$ cat config.mk
export PLATFORM = sky130hd
export DESIGN_NAME = mips_step_controller
export DESIGN_NICKNAME = d
export VERILOG_FILES = /design/src/rtl/mips_step_controller.sv
export SDC_FILE = /design/constraint.sdc
export NUM_CORES = 1
export LEC_CHECK = 0
export ABC_CLOCK_PERIOD_IN_PS = 2430
export CELL_PAD_IN_SITES_DETAIL_PLACEMENT = 0
export CELL_PAD_IN_SITES_GLOBAL_PLACEMENT = 1
export CORE_MARGIN = 5
export CORE_UTILIZATION = 33
export CTS_BUF_LIST = sky130_fd_sc_hd__clkbuf_8
export DETAILED_ROUTE_END_ITERATION = 10
export PLACE_DENSITY_LB_ADDON = 0.1
export SETUP_SLACK_MARGIN = 0.2
export SLEW_MARGIN = 0
export SYNTH_ARGS = -nofsm -noshare
export SYNTH_HDL_FRONTEND = slang
export SYNTH_SLANG_ARGS = --single-unit
$ cat constraint.sdc
create_clock -name clock -period 2.43 [get_ports clock]
set_clock_uncertainty 0.2 [all_clocks]
set_input_delay 0.486 -clock clock [delete_from_list [all_inputs] [get_ports clock]]
set_output_delay 0.486 -clock clock [all_outputs]
set_load 0.1 [all_outputs]
$ cat src/rtl/mips_step_controller.sv
// Run/step controller for the mips_32 core: gates core_en for a burst, single step or free run,
// stopping early on halt request or PC breakpoint and reporting stop cause and cycle counts.
module mips_step_controller #(
  parameter int CNT_WIDTH  = 16,
  parameter int ADDR_WIDTH = 32,
  parameter int NUM_BP     = 2,
  parameter int BPI_WIDTH  = 1
) (
  input  logic                         clock,
  input  logic                         reset_n,
  input  logic [1:0]                   mode,
  input  logic                         start,
  input  logic                         halt_req,
  input  logic [CNT_WIDTH-1:0]         burst_len,
  input  logic [ADDR_WIDTH-1:0]        pc,
  input  logic [NUM_BP*ADDR_WIDTH-1:0] bp_addr,
  input  logic [NUM_BP-1:0]            bp_en,
  output logic                         core_en,
  output logic                         busy,
  output logic                         done,
  output logic [1:0]                   stop_cause,
  output logic [BPI_WIDTH-1:0]         bp_index,
  output logic [CNT_WIDTH-1:0]         cycle_count,
  output logic [31:0]                  total_cycles
);

  typedef enum logic [1:0] {
    IDLE = 2'b00,
    RUN  = 2'b01,
    DONE = 2'b10
  } state_t;

  localparam logic [1:0] MODE_BURST = 2'b00;
  localparam logic [1:0] MODE_FREE  = 2'b10;
  localparam logic [1:0] MODE_RSVD  = 2'b11;

  state_t                 state_reg, state_next;
  logic                   free_reg, free_next;
  logic [CNT_WIDTH-1:0]   remaining_reg, remaining_next;
  logic [CNT_WIDTH-1:0]   cycle_count_reg, cycle_count_next;
  logic [31:0]            total_reg, total_next;
  logic [1:0]             stop_cause_reg, stop_cause_next;
  logic [BPI_WIDTH-1:0]   bp_index_reg, bp_index_next;

  logic [NUM_BP-1:0]      bp_hit;
  logic [BPI_WIDTH-1:0]   bp_first;

  genvar gi;
  generate
    for (gi = 0; gi < NUM_BP; gi++) begin : g_bp
      assign bp_hit[gi] = bp_en[gi] && (pc == bp_addr[gi*ADDR_WIDTH +: ADDR_WIDTH]);
    end
  endgenerate

  // Scan from the top down so the lowest matching index wins.
  always_comb begin
    bp_first = '0;
    for (int i = NUM_BP - 1; i >= 0; i--) begin
      if (bp_hit[i]) bp_first = BPI_WIDTH'(i);
    end
  end

  always_ff @(posedge clock or negedge reset_n) begin
    if (!reset_n) begin
      state_reg       <= IDLE;
      free_reg        <= 1'b0;
      remaining_reg   <= '0;
      cycle_count_reg <= '0;
      total_reg       <= '0;
      stop_cause_reg  <= 2'b00;
      bp_index_reg    <= '0;
    end else begin
      state_reg       <= state_next;
      free_reg        <= free_next;
      remaining_reg   <= remaining_next;
      cycle_count_reg <= cycle_count_next;
      total_reg       <= total_next;
      stop_cause_reg  <= stop_cause_next;
      bp_index_reg    <= bp_index_next;
    end
  end

  always_comb begin
    state_next       = state_reg;
    free_next        = free_reg;
    remaining_next   = remaining_reg;
    cycle_count_next = cycle_count_reg;
    total_next       = total_reg;
    stop_cause_next  = stop_cause_reg;
    bp_index_next    = bp_index_reg;
    case (state_reg)
      IDLE: begin
        if (start && mode != MODE_RSVD) begin
          cycle_count_next = '0;
          stop_cause_next  = 2'b00;
          bp_index_next    = '0;
          free_next        = (mode == MODE_FREE);
          remaining_next   = (mode == MODE_BURST) ? burst_len : CNT_WIDTH'(1);
          if (mode == MODE_BURST && burst_len == '0) state_next = DONE;
          else                                       state_next = RUN;
        end
      end
      RUN: begin
        cycle_count_next = cycle_count_reg + 1'b1;
        if (total_reg != 32'hFFFF_FFFF) total_next = total_reg + 32'd1;
        if (!free_reg) remaining_next = remaining_reg - 1'b1;
        if (halt_req) begin
          stop_cause_next = 2'b01;
          state_next      = DONE;
        end else if (|bp_hit) begin
          stop_cause_next = 2'b10;
          bp_index_next   = bp_first;
          state_next      = DONE;
        end else if (!free_reg && remaining_reg == CNT_WIDTH'(1)) begin
          stop_cause_next = 2'b00;
          state_next      = DONE;
        end
      end
      DONE:    state_next = IDLE;
      default: state_next = IDLE;
    endcase
  end

  assign core_en      = (state_reg == RUN);
  assign busy         = (state_reg != IDLE);
  assign done         = (state_reg == DONE);
  assign stop_cause   = stop_cause_reg;
  assign bp_index     = bp_index_reg;
  assign cycle_count  = cycle_count_reg;
  assign total_cycles = total_reg;

endmodule

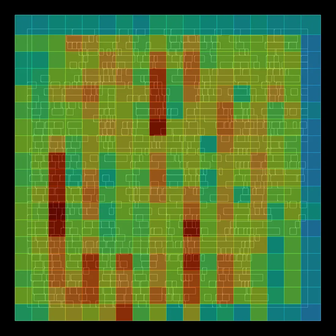
**Above:** routing congestion map.
grt met3 use: 5.59%
post-route core utilization: 53.6%
most used routing layer: met2

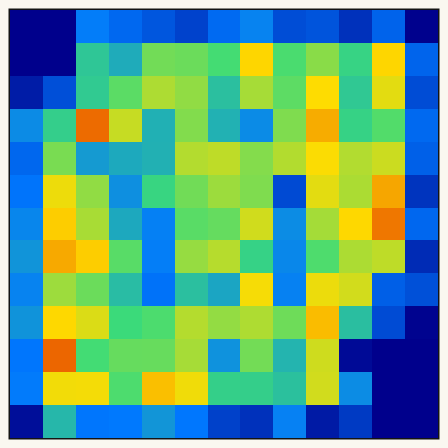
**Above:** local utilization.
13 x 13 tiles, from dark blue (low) to red (high), 0 to 100% covered.
fullest tile = 88%
mean over tiles = 43%
emptiest ninth of the die = south-east
tiles over 75% full = 8.3%
nearly empty tiles = 7.1%
initial core utilization: 33.4%
core footprint: 13100 sq um

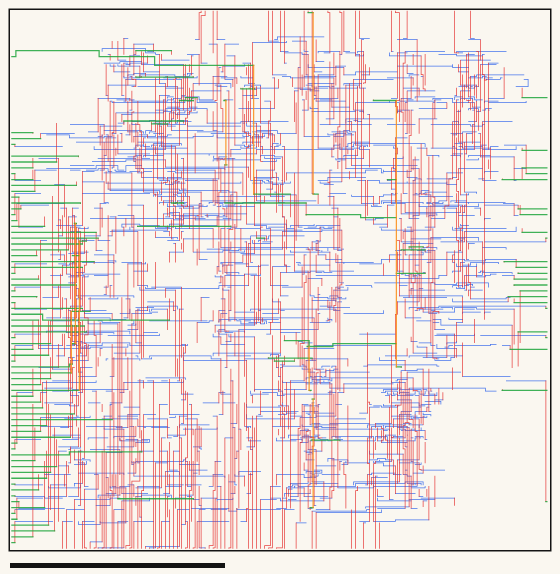
**Above:** wiring by layer.
Scale bar: 50 um.
green -> metal 3  # wire length 1030 um
blue -> metal 1  # wire length 5800 um
orange -> metal 4  # wire length 261 um
red -> metal 2  # wire length 7450 um
total routed wirelength: 14.5 mm
global router's overall resource usage: 17.9%
via count: 4351
average wire per standard cell: 16.8 um

-- repair_timing --
| action | 4_1_cts | 5_1_grt |
|---|---|---|
| gates cloned | 0 | 0 |
| pin swaps | 21 | 34 |
| setup endpoints to repair | 7 | 14 |
| buffers inserted | 3 | 6 |
| resized | 30 | 55 |
-- cell usage in the layout, fill, tap and decap left out, types with 9 or more instances in the layout --
cell and n:
sky130_fd_sc_hd__a21oi_1 17, sky130_fd_sc_hd__a22oi_1 9, sky130_fd_sc_hd__buf_4 87, sky130_fd_sc_hd__clkbuf_8 10
sky130_fd_sc_hd__clkdlybuf4s50_1 63, sky130_fd_sc_hd__dfrtp_1 28, sky130_fd_sc_hd__dfrtp_2 29, sky130_fd_sc_hd__dfrtp_4 13
sky130_fd_sc_hd__dlygate4sd2_1 23, sky130_fd_sc_hd__dlymetal6s2s_1 32, sky130_fd_sc_hd__inv_1 11, sky130_fd_sc_hd__nand2_1 25
sky130_fd_sc_hd__nand3_1 16, sky130_fd_sc_hd__nand4_1 20, sky130_fd_sc_hd__nor2_1 39, sky130_fd_sc_hd__nor3_1 10
sky130_fd_sc_hd__nor4_2 12, sky130_fd_sc_hd__o21ai_0 47, sky130_fd_sc_hd__xnor2_1 26, sky130_fd_sc_hd__xor2_1 70
-- Yosys cell counts, drive strengths merged --
cell type | n | area [sq um]
nand4b | 2 | 17.5
mux2 | 1 | 11.3
nand2b | 2 | 12.5
dfrtp | 70 | 1750
ha | 4 | 50.1
xor2 | 73 | 639
a21oi | 17 | 85.1
a211oi | 2 | 20.0
o31ai | 3 | 22.5
nor2 | 41 | 154
a22o | 2 | 17.5
o22a | 1 | 8.76
or3 | 4 | 35.0
nor3 | 14 | 86.3
a211o | 1 | 8.76
and3b | 1 | 12.5
and2 | 6 | 40.0
o22ai | 1 | 6.26
clkbuf | 6 | 22.5
nand2 | 26 | 97.6
a41oi | 1 | 8.76
xnor2 | 26 | 228
o21bai | 1 | 7.51
and3 | 5 | 31.3
and4 | 4 | 37.5
or4 | 1 | 7.51
nor2b | 3 | 18.8
nor4b | 2 | 30.0
or2 | 1 | 6.26
o21ai | 48 | 240
nand4 | 21 | 138
buf | 8 | 38.8
a22oi | 9 | 67.6
nor4 | 21 | 161
nand3b | 1 | 7.51
nand3 | 18 | 95.1
a31oi | 6 | 52.6
a32oi | 2 | 17.5
nor3b | 1 | 7.51
a311oi | 1 | 26.3
inv | 11 | 41.3
mux2i | 1 | 10.0
a31o | 1 | 8.76
a21boi | 1 | 7.51
-- stage by stage --
step                      setup TNS [ns]  instances  instance area [sq um]
after CTS                              0        857                   6800
after detailed placement           -1.65        838                   6550
after global routing                   0        865                   7050
after global placement             -1.67        838                   6550
final                                  0        865                   7050
after floorplan                        0        471                   4500
-- where the power goes --
part | leakage, nW | total [mW] | switching [mW] | internal, mW
clock | 0.114 | 1.07 | 0.461 | 0.604
sequential | 0.874 | 1.68 | 0.269 | 1.41
combinational | 2.21 | 3.27 | 2.09 | 1.18
-- layer usage --
metal	wire length, um	vias up
met5	0	-
met4	261	0
met3	1030	24
met2	7450	150
met1	5800	2069
li1	-	2108
==> Table 3: Implementation characteristics <==
Implementation parameters

Parameter                              Value

Outcome
  Result of the run    finished clean

Clock network
  Total clock sinks    70
  Clock transition at the register clock pins on the worst setup and hold paths after CTS    0.09 ns
  CTS Buf Count    9
  Later-pin clock latency in the skew report    0.36 ns
  Clock root cell    sky130_fd_sc_hd__clkbuf_8

Placement
  Hpwl dp    11.5 mm
  Final GP Congestion    0.827
  Minimum setup slack after placement    -0.398 ns
  Number of buffer cells added on primary ports    173

Cells and area
  Portion of the layout cell area used by clock cells    3.16%
  Largest register FFs    32
  Ant diodes    2
  Sequential fraction of total cell area    26.1%
  Proportion of cell area occupied by multi-input gates    38.2%
  Non-clock buffer total of the final layout    214
  Area added between synthesis and finish    60.4%
  Dominant class by area    logic gates
  Count of flip-flops and latches    70
  NumNets Final    806
  Number of clock-tree buffers in the layout    10
  Share of post-route cells with drive strength above 1    29.0%
  Count of inverters not on the clock network in the layout    11
  Multi-input gate count    376

Setup path
  Endpoint of the most critical setup path    state_reg[0]
  WP depth    7
  Worst path bufs/invs    1
  Crit path max fanout    3
  Flop-to-flop setup slack    0.30 ns
  Number of cells on the worst reg-to-reg path    8
  Stage delay of the slowest cell on the critical path    0.42 ns
  Source of the worst register-to-register timing path    total_cycles[0]
  RR Endpoint    total_cycles[21]
  Classification of the worst setup path    in -> reg
  Startpoint of the most critical setup path    bp_addr[28]
  Arrival time of data at the critical path endpoint    2.27 ns
  CP delay by family, top    simple AND/OR/NAND/NOR gates
  Kind of end point of the critical path    flop
  Ordered list of cells on the worst path    clkdlybuf4s50_1, xor2_1, nor4_2, nand4_1, or3_4, and2_4, a22o_1
  Critical path required time    2.46 ns

Drt
  TritonRoute pass-1 iters    4
  Iteration-0 DRC Markers    317
  DRC errors left    0
  Remaining antenna violation count after routing    0

Final timing
  Final cycle utilization of the critical path    92.1%
  Fin crit period    2.24 ns
  Final-layout worst hold slack    0.00836 ns
  Slew @ Worst Pin    0.776 ns
  Achievable frequency    0.447 GHz
  Endpoints failing hold    0
  Setup repair after global routing missed its margin    yes
  Final worst-path setup slack    0.191 ns

Floorplanning
  Well Taps    176
  Number of top-level design ports    174
  Floorplan die height    125 um
  Num rows    42
  Die Area    15700 sq um
  Horizontal die size    125 um

Yosys
  Yosys xor share    19.7%
  Ys flops    70
  Post-Synth Simple-Gate Area    22.7%
  Fraction of the mapped netlist area in adder cells    1.14%
  Synth Area in Compound Gates    13.8%
  Synth Seq Share    39.9%
  Yosys warning total    0
  Top comb family, area    simple AND/OR/NAND/NOR gates
  Number of unique standard cell types used by synthesis    58

Pwr
  Leakage power summed over all cells    3.20 nW
  Worst vdd rail ir drop    0.000433 V
  Power per Cell Area    853 nW/um^2

GRT
  Gr ovfl total    0
  Number of global-route vias before repair    4470
  GR met2 Demand/Resource    31.0%
  Routing usage on met1    21.4%
  Maximum number of pins on one net before global-route repair    39
  First-pass GRT wire length    23.0 mm
  Antenna violations before repair    2

Flow run
  Tool warning count    30

Min path
  Worst min-delay path category    in -> async
Power and IR drop assume default switching activity.
